Run 1, clock nets:
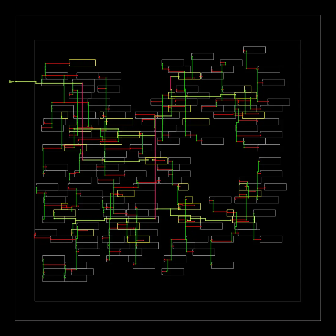
Run 1, clock distribution:
Scale bar: 50 µm.
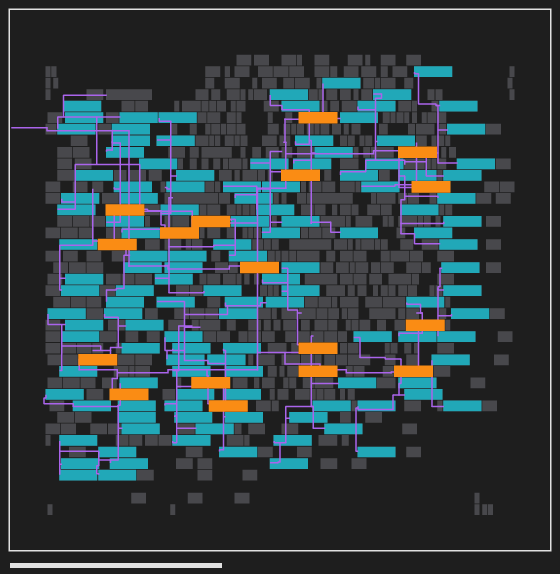
Run 1, signal wires on met4:
Supply wires on this layer in grey.
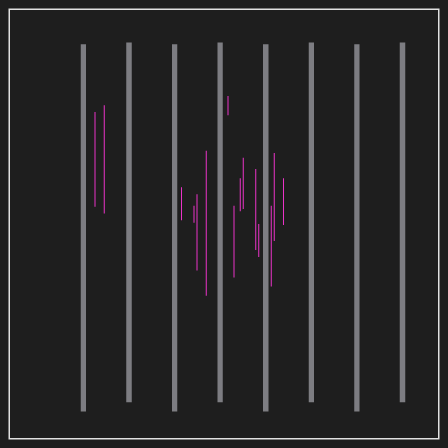
Design imem_serial_loader, sky130hd; sources not shown.
==> impl_metrics.tcl, run 1 <==
# yosys + openroad results
set metrics [dict create \
    synth-simple-area-share_pct 15.7 \
    io_buffers 83 \
    dp_cells 783 \
    viasPerCell 5.85 \
    total_power_uw 2410 \
    final_cell_mix "126 x dfrtp_1, 82 x clkdlybuf4s50_1, 62 x nand2_1, 45 x mux2_2, 36 x o21ai_0" \
    cp.arrival_ns 4.20 \
    io_pins 100 \
    final_common_cell "dfrtp_1" \
    p_seq_uw 922 \
    min_path_cells 2 \
    signal_buffers 89 \
    finalCriticalPeriod_ns 4.06 \
    largest_reg_flops 32 \
    ctsHoldBuffers 0 \
    cp.depth 6 \
    wl_met1_um 6290 \
    critPathMaxFanout 38 \
    final_cell_area_um2 7690 \
    grt_pass1_wl_um 24900 \
    synthFlopType "dfrtp_1" \
    crit_type "input pin to register" \
    grt_antenna_before_repair 0 \
    met2_usage_pct 31.7 \
    post-route-util_pct 63.8 \
    critPathLaunchType "input pin" \
    ys_sh_aoi_pct 14.5 \
    crit_buf_inv 2 \
    seq_area_share_pct 41.0 \
    xor_share_pct 3.23 \
    rsz0062_at_grt "false" \
    hpwlAfterDp_um 9840 \
    n_tap_cell 168 \
    status "complete, no violations" \
    ys_ff 126 \
    mi_logic_area_um2 2760 \
    dr_wl_met3_um 1130 \
    setup_ws_ns 3.24 \
    area_leaders "dfrtp_1 51%, mux2_2 8.2%, nand2_1 3.8%, a22o_1 3.7%, o21ai_0 2.9%" \
    drt_iter0_markers 434 \
    cts_tree "built" \
    setup_tns_ns 0 \
    worst_pin_slew_ns 1.07 \
]
Back to the opening pictures, 'clock nets':
flop count: 126
Num CTS Buffers: 17
Clock Buffer Count: 20
Clock Sinks: 126

Back to the opening pictures, 'clock distribution':
[cyan] flip-flops | count: 126
[orange] clock drivers | count: 17
[purple] clock wires | length: 1510 µm
routed clock nets	18
clock latency on the worst-skew pair: 0.41 ns
Clock Power Share: 36.0%

Back to the opening pictures, 'signal wires on met4':
wire length on this layer	287 µm
nets with wire on the layer	13
longest straight run	42.8 µm
final wirelength: 15100 µm
Vias: 4778

==> run 1 -> run 2 <==
--- a/config.mk
+++ b/config.mk
@@ -6,7 +6,7 @@
 export NUM_CORES = 1
 export LEC_CHECK = 0
 export ABC_AREA = 0
-export ABC_CLOCK_PERIOD_IN_PS = 7300
+export ABC_CLOCK_PERIOD_IN_PS = 4200
 export CAP_MARGIN = 10
 export CORE_MARGIN = 8
 export CORE_UTILIZATION = 50
==> constraint.sdc (replaced) <==
create_clock -name clk -period 4.2 [get_ports clk]
set_clock_uncertainty 0.15 [all_clocks]
set_input_delay 0.84 -clock clk [delete_from_list [all_inputs] [get_ports clk]]
set_output_delay 0.84 -clock clk [all_outputs]
set_load 0.01 [all_outputs]
Run 2, signal wires on met4:
Supply wires on this layer in grey.
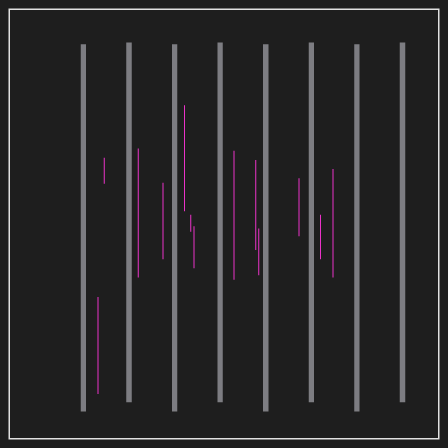
nets with wire on the layer	11
wire length on this layer	285 µm
longest straight run	38.1 µm
final wirelength: 15000 µm
Vias: 4784

==> impl_metrics.tcl, run 2 <==
# yosys + openroad results
set metrics [dict create \
    grt_pass1_wl_um 25000 \
    dr_wl_met3_um 1300 \
    synth-simple-area-share_pct 15.7 \
    final_cell_mix "126 x dfrtp_1, 82 x clkdlybuf4s50_1, 62 x nand2_1, 45 x mux2_2, 36 x o21ai_0" \
    p_seq_uw 1590 \
    hpwlAfterDp_um 10000 \
    slew_viol_final 0 \
    max_freq_mhz 329 \
    grt_antenna_before_repair 0 \
    wl_met1_um 6250 \
    min_path_cells 2 \
    mi_logic_area_um2 2760 \
    cts_tree "built" \
    drt_iter0_markers 456 \
    io_buffers 83 \
    io_pins 100 \
    critPathMaxFanout 17 \
    dominant_cells "sequential cells" \
    cts_made_buffers 17 \
    ys_ff 126 \
    ys_sh_aoi_pct 14.5 \
    crit_type "register to register" \
    finalCriticalPeriod_ns 3.04 \
    clkPwrFrac_pct 34.0 \
    worstPathCellList "ha_1 -> and4_2 -> nand3_4 -> mux2_4 -> a311oi_2 -> nor4_4 -> buf_4 -> or4_1 -> nand3_1" \
    clock_cell_area_share_pct 7.37 \
    synthFlopType "dfrtp_1" \
    total_power_uw 4090 \
    setup_ws_ns 1.16 \
    met2_usage_pct 30.8 \
    core_um2 12100 \
    post-route-util_pct 63.4 \
    n_tap_cell 168 \
    dp_cells 787 \
    flops 126 \
    die_w_um 127 \
    status "complete, no violations" \
    area_leaders "dfrtp_1 51%, mux2_2 8.2%, nand2_1 3.8%, a22o_1 3.7%, o21ai_0 2.9%" \
    largest_reg_flops 32 \
    numClockSinks 126 \
    rsz0062_at_grt "false" \
    clock_buffers 17 \
    regArea_um2 3150 \
    cp.depth 9 \
    clk_latency_ns 0.42 \
    worst_pin_slew_ns 1.08 \
    signal_buffers 91 \
    cp.arrival_ns 3.24 \
    crit_buf_inv 1 \
    final_cell_area_um2 7640 \
    final_common_cell "dfrtp_1" \
    viasPerCell 5.85 \
    ctsHoldBuffers 0 \
    xor_share_pct 3.23 \
    seq_area_share_pct 41.3 \
    hold_class "register to register" \
    critPathLaunchType "register" \
]
==> run 2 -> run 3 <==
--- a/config.mk
+++ b/config.mk
@@ -6,7 +6,7 @@
 export NUM_CORES = 1
 export LEC_CHECK = 0
 export ABC_AREA = 0
-export ABC_CLOCK_PERIOD_IN_PS = 4200
+export ABC_CLOCK_PERIOD_IN_PS = 3150
 export CAP_MARGIN = 10
 export CORE_MARGIN = 8
 export CORE_UTILIZATION = 50
==> constraint.sdc (replaced) <==
create_clock -name clk -period 3.15 [get_ports clk]
set_clock_uncertainty 0.15 [all_clocks]
set_input_delay 0.63 -clock clk [delete_from_list [all_inputs] [get_ports clk]]
set_output_delay 0.63 -clock clk [all_outputs]
set_load 0.01 [all_outputs]
Run 3, clock nets:
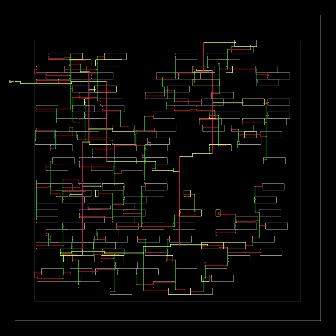
Clock Buffer Count: 21
power in the clock group: 1920 µW
clock latency on the worst-skew pair: 0.42 ns

==> impl_metrics.tcl, run 3 <==
# yosys + openroad results
set metrics [dict create \
    status "complete, no violations" \
    io_buffers 83 \
    xor_share_pct 3.23 \
    worst_pin_slew_ns 0.763 \
    largest_reg_flops 32 \
    p_seq_uw 2100 \
    grt_antenna_before_repair 0 \
    final_common_cell "dfrtp_1" \
    seq_area_share_pct 40.6 \
    slew_headroom_pct 49.1 \
    setup_tns_ns 0 \
    setup_ws_ns 0.262 \
    post-route-util_pct 64.3 \
    hold_class "input pin to asynchronous set/reset pin" \
    n_tap_cell 168 \
    dp_cells 800 \
    die_w_um 127 \
    max_freq_mhz 346 \
    cp.depth 9 \
    cts_made_buffers 17 \
    worstPathCellList "ha_1 -> and4_2 -> nand3_4 -> mux2_4 -> a311oi_2 -> nor4_4 -> buf_4 -> or4_1 -> nand3_1" \
    viasPerCell 5.80 \
    signal_buffers 104 \
    synthFlopType "dfrtp_1" \
    cts_tree "built" \
    dr_wl_met3_um 1280 \
    dominant_cells "sequential cells" \
    area_leaders "dfrtp_1 51%, mux2_2 8.2%, nand2_1 3.8%, a22o_1 3.7%, o21ai_0 2.9%" \
    rsz0062_at_grt "false" \
    synth-simple-area-share_pct 15.7 \
    slew_viol_final 0 \
    met2_usage_pct 33.7 \
    clock_cell_area_share_pct 7.53 \
    synth_cells 566 \
    crit_buf_inv 1 \
    critPathLaunchType "register" \
    flops 126 \
    end_kind "register" \
    wirelength_um 15500 \
    io_pins 100 \
    finalCriticalPeriod_ns 2.89 \
    cp.arrival_ns 3.09 \
    vias 4818 \
    critPathMaxFanout 14 \
    regArea_um2 3150 \
    clkPwrFrac_pct 34.5 \
    numClockSinks 126 \
]
No activity file was given, so power comes from the tool's default toggle rates.
